[config.mk]
export PLATFORM = sky130hd
export DESIGN_NAME = tl_sensor_cond
export DESIGN_NICKNAME = d
export VERILOG_FILES = /design/src/rtl/tl_sensor_cond.sv
export SDC_FILE = /design/constraint.sdc
export NUM_CORES = 1
export LEC_CHECK = 0
export CELL_PAD_IN_SITES_DETAIL_PLACEMENT = 1
export CELL_PAD_IN_SITES_GLOBAL_PLACEMENT = 1
export CORE_ASPECT_RATIO = 0.75
export CORE_MARGIN = 3
export CORE_UTILIZATION = 35
export CTS_CLUSTER_SIZE = 30
export DETAILED_ROUTE_END_ITERATION = 16
export GPL_ROUTABILITY_DRIVEN = 0
export PLACE_DENSITY = 0.7
export SYNTH_ARGS = -nofsm -noshare
export SYNTH_HDL_FRONTEND = slang
export SYNTH_SLANG_ARGS = --single-unit
[constraint.sdc]
create_clock -name clk -period 4.45 [get_ports clk]
set_input_delay 0.6675 -clock clk [delete_from_list [all_inputs] [get_ports clk]]
set_output_delay 0.6675 -clock clk [all_outputs]
set_load 0.01 [all_outputs]
[src/rtl/tl_sensor_cond.sv]
// tl_sensor_cond: conditions four raw car-presence sensors into clean traffic requests.
//
// Each channel synchronises its raw input, debounces it, and stretches the falling edge of
// the debounced value by HOLD_CYCLES so a car briefly lost by the sensor does not drop its
// request. The four channels are identical and fully independent.
//
// Build option:
//   TL_SENSOR_SYNC_EN  defined   -> two-flop synchroniser on every raw input
//                      undefined -> raw inputs feed the debouncer directly (two edges less
//                                   latency on both rise and fall)
//
// Parameters:
//   DB_CYCLES    consecutive disagreeing samples needed to flip the debounced value (1..15)
//   HOLD_CYCLES  extra cycles a request stays high after its debounced value falls (0..255)
//
// Ports:
//   clk       in   system clock, rising edge
//   reset_n   in   synchronous reset, active HIGH despite the name
//   raw_a     in   street A sensor
//   raw_al    in   street A left-turn sensor
//   raw_b     in   street B sensor
//   raw_bl    in   street B left-turn sensor
//   Ta        out  conditioned request for raw_a
//   Tal       out  conditioned request for raw_al
//   Tb        out  conditioned request for raw_b
//   Tbl       out  conditioned request for raw_bl

module tl_sensor_cond #(
   parameter int unsigned DB_CYCLES   = 4,
   parameter int unsigned HOLD_CYCLES = 8
) (
   input  logic clk,
   input  logic reset_n,
   input  logic raw_a,
   input  logic raw_al,
   input  logic raw_b,
   input  logic raw_bl,
   output logic Ta,
   output logic Tal,
   output logic Tb,
   output logic Tbl
);

   localparam int unsigned NumCh = 4;

   // Counter value on which the next disagreeing sample flips the debounced bit.
   localparam logic [3:0] DbLast   = 4'(DB_CYCLES - 1);
   localparam logic [7:0] HoldLoad = 8'(HOLD_CYCLES);

   // Channel order: 0 = A, 1 = A-left, 2 = B, 3 = B-left.
   logic [NumCh-1:0] raw;
   logic [NumCh-1:0] s;

   assign raw = {raw_bl, raw_b, raw_al, raw_a};

   // ------------------------------------------------------------------------------------------
   // Input synchroniser
   // ------------------------------------------------------------------------------------------
`ifdef TL_SENSOR_SYNC_EN
   logic [NumCh-1:0] sync1_q;
   logic [NumCh-1:0] sync2_q;

   always_ff @(posedge clk) begin
      if (reset_n) begin
         sync1_q <= '0;
         sync2_q <= '0;
      end else begin
         sync1_q <= raw;
         sync2_q <= sync1_q;
      end
   end

   assign s = sync2_q;
`else
   assign s = raw;
`endif

   // ------------------------------------------------------------------------------------------
   // Debounce and hold state
   // ------------------------------------------------------------------------------------------
   logic [NumCh-1:0]      db_q;
   logic [NumCh-1:0]      db_d;
   logic [NumCh-1:0][3:0] dcnt_q;
   logic [NumCh-1:0][3:0] dcnt_d;
   logic [NumCh-1:0][7:0] hcnt_q;
   logic [NumCh-1:0][7:0] hcnt_d;

   always_comb begin
      db_d   = db_q;
      dcnt_d = dcnt_q;
      hcnt_d = hcnt_q;

      for (int i = 0; i < NumCh; i++) begin
         // dcnt counts consecutive samples that disagree with db; any agreeing sample
         // restarts the count, which is what rejects short glitches.
         if (s[i] == db_q[i]) begin
            dcnt_d[i] = '0;
         end else if (dcnt_q[i] == DbLast) begin
            db_d[i]   = s[i];
            dcnt_d[i] = '0;
         end else begin
            dcnt_d[i] = dcnt_q[i] + 4'd1;
         end

         // Hold timer arms on the debounced fall and is cancelled by a debounced rise.
         if (db_q[i] && !db_d[i]) begin
            hcnt_d[i] = HoldLoad;
         end else if (!db_q[i] && db_d[i]) begin
            hcnt_d[i] = '0;
         end else if (!db_q[i] && (hcnt_q[i] != '0)) begin
            hcnt_d[i] = hcnt_q[i] - 8'd1;
         end
      end
   end

   always_ff @(posedge clk) begin
      if (reset_n) begin
         db_q   <= '0;
         dcnt_q <= '0;
         hcnt_q <= '0;
      end else begin
         db_q   <= db_d;
         dcnt_q <= dcnt_d;
         hcnt_q <= hcnt_d;
      end
   end

   // ------------------------------------------------------------------------------------------
   // Outputs: decoded from flops only
   // ------------------------------------------------------------------------------------------
   logic [NumCh-1:0] req;

   always_comb begin
      req = '0;
      for (int i = 0; i < NumCh; i++) begin
         req[i] = db_q[i] | (hcnt_q[i] != '0);
      end
   end

   assign Ta  = req[0];
   assign Tal = req[1];
   assign Tb  = req[2];
   assign Tbl = req[3];

endmodule

Figure 1. Signal wires on met3 (run 1).
Scale bar: 20 um.
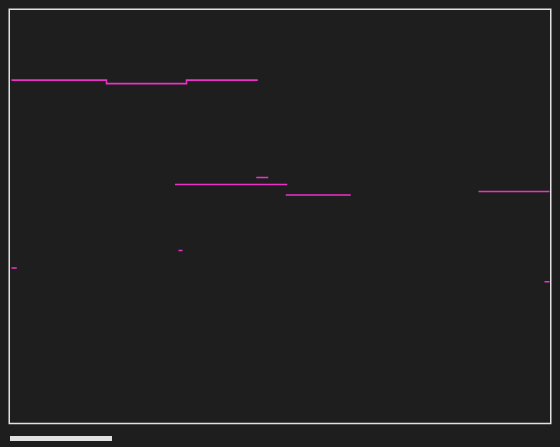
wire length on this layer: 101 um
main direction: horizontal
nets with wire on the layer: 5
longest straight run: 21.6 um
share of all routed wire: 1.9%

Figure 2. Wire density map (run 1).
Scale bar: 20 um. 21 x 16 tiles, from dark blue (low) to red (high), scaled to the fullest tile. Values are wire area over tile area, all layers added.
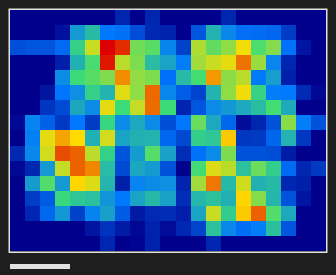
nearly empty tiles: 24%
mean over tiles: 0.095
tiles over half the peak: 21%
fullest tile: 0.34

==> flow_summary.ini, run 1 <==
; flow metrics
[logic_synthesis]
yosys.area.top_type = dfxtp_1
ys_seq_share_pct = 40.0
area_leaders = dfxtp_1 (40%), ha_1 (9.6%), xnor2_1 (8.1%)
yosys_area_um2 = 2600
flop_cell = dfxtp_1
async_flop_share_pct = 0
ys.flops = 52
synth_area_um2 = 2600
netlist-cell-type-count = 26
ys_cells = 292
syn-instance-count = 292
yosys.area.top_type_share_pct = 40.0
yosys_warnings = 0
edf_count = 0
synthesis.nets = 318

[timing]
worst_pin_slew_ns = 0.922
rsz0062_at_grt = no
maxSlewHeadroom_pct = 37.9
hold_ws_ns = 0.457
max_freq_ghz = 0.349
setup_tns_ns = 0
hold_violations = 0
final_max_slew_viol_count = 0
setup_violations = 0
timing.final.crit_share_pct = 64.4

[cts]
cts_max_level = 2
clk_latency_ns = 0.31
cts_resized = 0
cts_setup_buffers = 0
root_buffer = clkbuf_8
cts-buffers-inserted = 5
clockBufferDepth = 2
hold_buffers = 0

[critical_path]
path_cells = inv_1 -> ha_1 -> nor3b_1 -> nand3_1 -> clkdlybuf4s50_1
end_kind = output pin
arrival_ns = 2.20
slowest_stage = nor3b_1
worst_ep_required_time_ns = 3.78
cp-start-kind = register
critPathMaxStageDelay_ns = 0.63
crit_family = simple AND/OR/NAND/NOR gates
crit_fanout = 7

[place]
placedCellCount = 394
dpl.hpwl_mm = 3.90

[power]
p_comb_share_pct = 45.1
netSwitchingFraction_pct = 38.0
p_int_mw = 1.28
vdd_ir_drop_max_uv = 273
p_total_mw = 2.06
seqPwrFrac_pct = 35.8
switching_power_uw = 782
power.leakage_nw = 1.16

[worst_hold_path]
hp-class = reg -> reg

[floorplanning]
die_area_um2 = 8520
die_h_um = 80.7
core_area_um2 = 7030
fp-utilization_pct = 37.1
fp.dieW_um = 106
ios = 10

[detailed_routing]
vias = 2015
drtPass1Iterations = 4
drtAntennaViolNets = 0
wire_per_inst_um = 13.3
wirelength_mm = 5.36
routed_via_density = 5.01
drt_iter0_drc = 50

[grt]
grt_max_degree = 18
overflow = 0
antenna_found_initial = 0
first_global_vias = 2067
grtUsageTotal_pct = 13.9
grt_pass1_wl_mm = 9.79

[status]
status = finished, final reports clean

[finish]
postLayoutCoreUtil_pct = 41.8
layout_top_cell = dfxtp_1
final_cells = 402
drive_gt1_share_pct = 5.59
flop_area_um2 = 1040
num-fill-cells = 828
comb_area_um2 = 1450
n_antenna_cell = 0
layout_top_cells = dfxtp_1 (52), nor2_1 (51), inv_1 (24), xnor2_1 (24)

[run]
openroad.warnings = 34
max_cap_viol_count = 0
Figure 3. Cells coloured by class (run 1).
Fill, decap, tap and diode cells in grey.
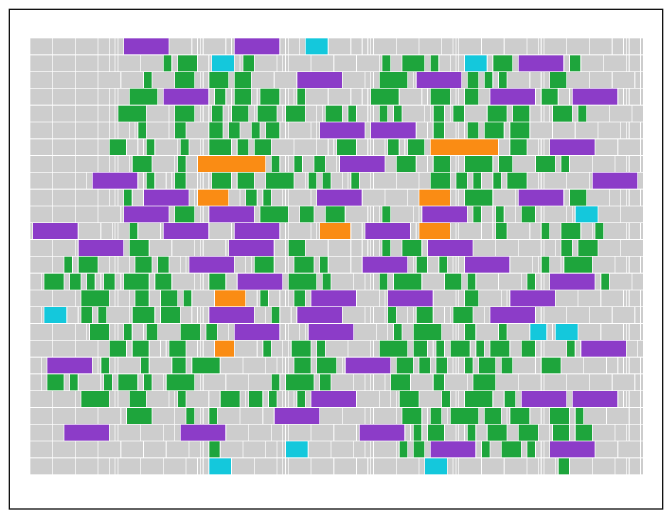
legend:
  cyan:
    class: other buffers and delay cells
    cells: 10
  green:
    class: all other logic
    cells: 234
  orange:
    class: clock drivers and dummy loads
    cells: 8
  purple:
    class: flip-flops
    cells: 52

Figure 4. Clock routing (run 1).
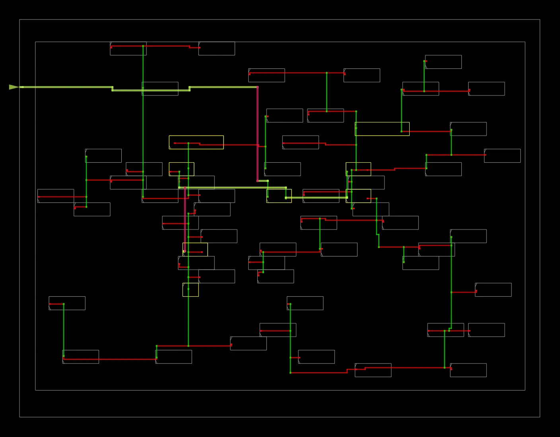
clock net sink count: 52
clk pwr: 394 uW
Clock Skew: 0.0179 ns
layout clock buffer count: 5
flop count: 52

-- run 1: power groups by stage --
stage | logic [mW] | clock network, mW | registers [mW]
detailed placement | 0.924 | 0 | 0.745
finish | 0.929 | 0.394 | 0.737
floorplan | 0.724 | 0 | 0.703
CTS | 0.939 | 0.408 | 0.735
global route | 1.06 | 0.426 | 0.758
global placement | 0.897 | 0 | 0.736
-- run 1: final cells by class --
class	instances	share of cell area (%)
tap	98	4.17
inverter	24	3.07
sequential	52	35.4
clock buffer	5	2.34
timing repair buffer	10	3.32
multi-input combinational	210	49.3
clock inverter	3	2.34
-- run 1: worst paths after layout --
check	end	cells past startpoint	slack, ns	start
min	dcnt_q[8]$_SDFF_PP0_	1	0.46	dcnt_q[8]$_SDFF_PP0_
max	Ta	5	1.59	hcnt_q[0]$_SDFFE_PP0P_
max reg2reg	hcnt_q[9]$_SDFFE_PP0P_	8	2.20	dcnt_q[4]$_SDFF_PP0_
min reg2reg	dcnt_q[8]$_SDFF_PP0_	1	0.46	dcnt_q[8]$_SDFF_PP0_
-- run 1: layer usage --
layer | track usage [%] | vias to the layer above | share of wire [%]
met1 | 19.1 | 962 | 53
met5 | 0 | - | 0
met2 | 22.5 | 9 | 44
met4 | 2.72 | 0 | 0.58
li1 | - | 1040 | -
met3 | 2.97 | 4 | 1.9
-- run 1: worst reg2reg max path: stages (launching register included) --
cell	delay [ns]
dfxtp_1	0.38
ha_1	0.19
nor3b_1	0.34
nor2_1	0.07
a21oi_1	0.24
inv_1	0.08
ha_1	0.21
or3_1	0.45
a211oi_1	0.21
-- run 1: flip-flops by register name (all words and copies together), names as in the netlist --
register and cells:
db_q 4, dcnt_q 16, hcnt_q 32
-- run 1: Yosys cell counts (all sizes together), types with 5 or more instances --
| master | number |
|---|---|
| o31ai | 5 |
| or3 | 8 |
| nor3 | 6 |
| a21oi | 20 |
| nand3 | 12 |
| inv | 24 |
| xnor2 | 24 |
| nor3b | 12 |
| dfxtp | 52 |
| clkbuf | 6 |
| xor2 | 11 |
| a211oi | 8 |
| ha | 20 |
| nor2 | 51 |
| or4 | 5 |
-- run 1: cells by family (layout without fill, tap and decap cells) --
kind of cell	after synthesis	in the layout	share of synthesized area, %
AND/OR/NAND/NOR	114	114	23.9
flip-flops	52	52	40.0
AND-OR/OR-AND	41	41	10.4
XOR/XNOR	35	35	11.8
buffers and inverters	30	42	4.32
adder cells (fa/ha/maj)	20	20	9.61
-- run 1: metrics by stage --
step | worst slack, ns | area [um^2]
floorplan | 2.53 | 2600
global placement | 2.03 | 2800
detailed placement | 1.95 | 2800
CTS | 1.57 | 2940
global route | 1.40 | 2940
finish | 1.59 | 2940
--- run 2 (diff from run 1) ---
Settings changed: PLACE_DENSITY 0.7 to 0.72.
Clock period 4.45 ns to 2.4 ns, I/O delays scaled along.
==> run 2 against run 1 <==
- sequential share of layout area fell by 0.48 points
- global-route usage is 0.12 points lower
- non-clock buffer count grew 9
- hold slack worse by 0.0067 ns
- clock power grew 32%
- critical endpoint is now Tbl
==> flow_summary.ini, run 2 <==
; flow metrics
[status]
status = finished, final reports clean

[worst_hold_path]
hp-class = reg -> reg

[timing]
timing.final.crit_share_pct = 94.1
hold_ws_ns = 0.450
setup_violations = 0
worst_pin_slew_ns = 0.466
max_freq_ghz = 0.443
hold_violations = 0
final_max_slew_viol_count = 0
setup_tns_ns = 0
rsz0062_at_grt = no

[run]
max_cap_viol_count = 0

[critical_path]
cp-start-kind = register
worst_ep_required_time_ns = 2.04
crit_family = buffers and inverters
end_kind = output pin
critPathMaxStageDelay_ns = 0.53
arrival_ns = 1.90
crit_fanout = 5
path_cells = inv_1 -> ha_1 -> nor3b_1 -> buf_4 -> nand3_1 -> clkdlybuf4s50_1

[floorplanning]
die_area_um2 = 8520
ios = 10
fp-utilization_pct = 37.1
die_h_um = 80.7
rows = 26
fp.dieW_um = 106

[cts]
cts.sinks = 52
clk_latency_ns = 0.31
cts_max_level = 2
cts-buffers-inserted = 5
root_buffer = clkbuf_8
clockBufferDepth = 2
hold_buffers = 0

[finish]
reg.largest.list = hcnt_q (32), dcnt_q (16), db_q (4)
flop_area_um2 = 1040
layout_top_cells = dfxtp_1 (52), nor2_1 (51), inv_1 (24), xnor2_1 (24)
layout_top_cell = dfxtp_1
regMostFlops = hcnt_q
drive_gt1_share_pct = 8.95
postLayoutCoreUtil_pct = 42.4
num-fill-cells = 845
n_antenna_cell = 0

[detailed_routing]
wire_per_inst_um = 12.8
drtPass1Iterations = 4
routed_via_density = 4.93
drt_iter0_drc = 47
drtAntennaViolNets = 0
wirelength_mm = 5.28
vias = 2028

[power]
power.leakage_nw = 1.19
vdd_ir_drop_max_uv = 502

[logic_synthesis]
flop_cell = dfxtp_1
top_cells_by_count = dfxtp_1 (52), nor2_1 (51), inv_1 (24), xnor2_1 (24)
netlist-cell-type-count = 26
edf_count = 0
async_flop_share_pct = 0
synth_area_um2 = 2600
syn-instance-count = 292
yosys.area.top_type = dfxtp_1
yosys_warnings = 0
top_cell = dfxtp_1
yosys_area_um2 = 2600
synthesis.nets = 318
yosys.area.top_type_share_pct = 40.0
area_leaders = dfxtp_1 (40%), ha_1 (9.6%), xnor2_1 (8.1%)

[place]
dpl.hpwl_mm = 3.94
placedCellCount = 403

[grt]
antenna_found_initial = 0
grtUsageTotal_pct = 13.8
overflow = 0
grt_pass1_wl_mm = 9.45
## run 2: kinds of logic after synthesis
group	Yosys count	share of synthesized area, %
simple gates	114	23.9
flops	52	40.0
compound gates	41	10.4
xor+xnor	35	11.8
buf+inv	30	4.32
fa+ha+maj	20	9.61
## run 2: metrics by stage
stage	setup WS (ns)	total power, mW	instance area [um^2]
after global routing	0.00592	4.12	2980
after detailed placement	0.213	3.25	2870
final	0.141	3.75	2980
after CTS	0.110	3.80	2960
after floorplan	0.480	2.65	2600
after global placement	0.284	3.18	2870
## run 2: area by class of cell
| class | count | share of cell area (%) |
|---|---|---|
| clock buffer | 8 | 3.02 |
| inverter | 24 | 3.02 |
| multi-input combinational | 210 | 49.3 |
| sequential | 52 | 34.9 |
| tap | 98 | 4.12 |
| timing repair buffer | 19 | 5.54 |
## run 2: repair_timing
item | in CTS | in global routing
setup buffers | 0 | 0
resized | 0 | 4
endpoints found under the setup margin | 0 | 4
## run 2: where the power goes
part	leakage [nW]	internal, mW	switching, mW	total, mW
Clock	0.0455	0.236	0.284	0.520
Combinational	0.721	0.973	0.894	1.87
Sequential	0.427	1.10	0.266	1.36
Total	1.19	2.31	1.44	3.75
## run 2: path summary, 6_finish.rpt
| check | from | to | slack, ns | depth (start not counted) |
|---|---|---|---|---|
| min | dcnt_q[4]$_SDFF_PP0_ | dcnt_q[4]$_SDFF_PP0_ | 0.45 | 1 |
| max reg2reg | dcnt_q[4]$_SDFF_PP0_ | hcnt_q[9]$_SDFFE_PP0P_ | 0.30 | 8 |
| min reg2reg | dcnt_q[4]$_SDFF_PP0_ | dcnt_q[4]$_SDFF_PP0_ | 0.45 | 1 |
| max | hcnt_q[24]$_SDFFE_PP0P_ | Tbl | 0.14 | 6 |
## run 2: metal layers
metal	global-route usage [%]	share of wire [%]	up-vias
li1	-	-	1057
met1	18.8	54	949
met2	20.4	42	14
met3	3.78	2.6	8
met4	5.43	1.6	0
met5	0	0	-
Figure 5. Wire density map (run 2).
Scale bar: 20 um. 21 x 16 tiles, from dark blue (low) to red (high), scaled to the fullest tile. Values are wire area over tile area, all layers added.
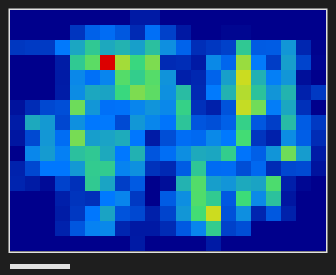
fullest tile: 0.49
nearly empty tiles: 26%
mean over tiles: 0.095
tiles over half the peak: 6.8%
emptiest ninth of the die: lower left

Power is estimated from default activity; no workload was simulated.
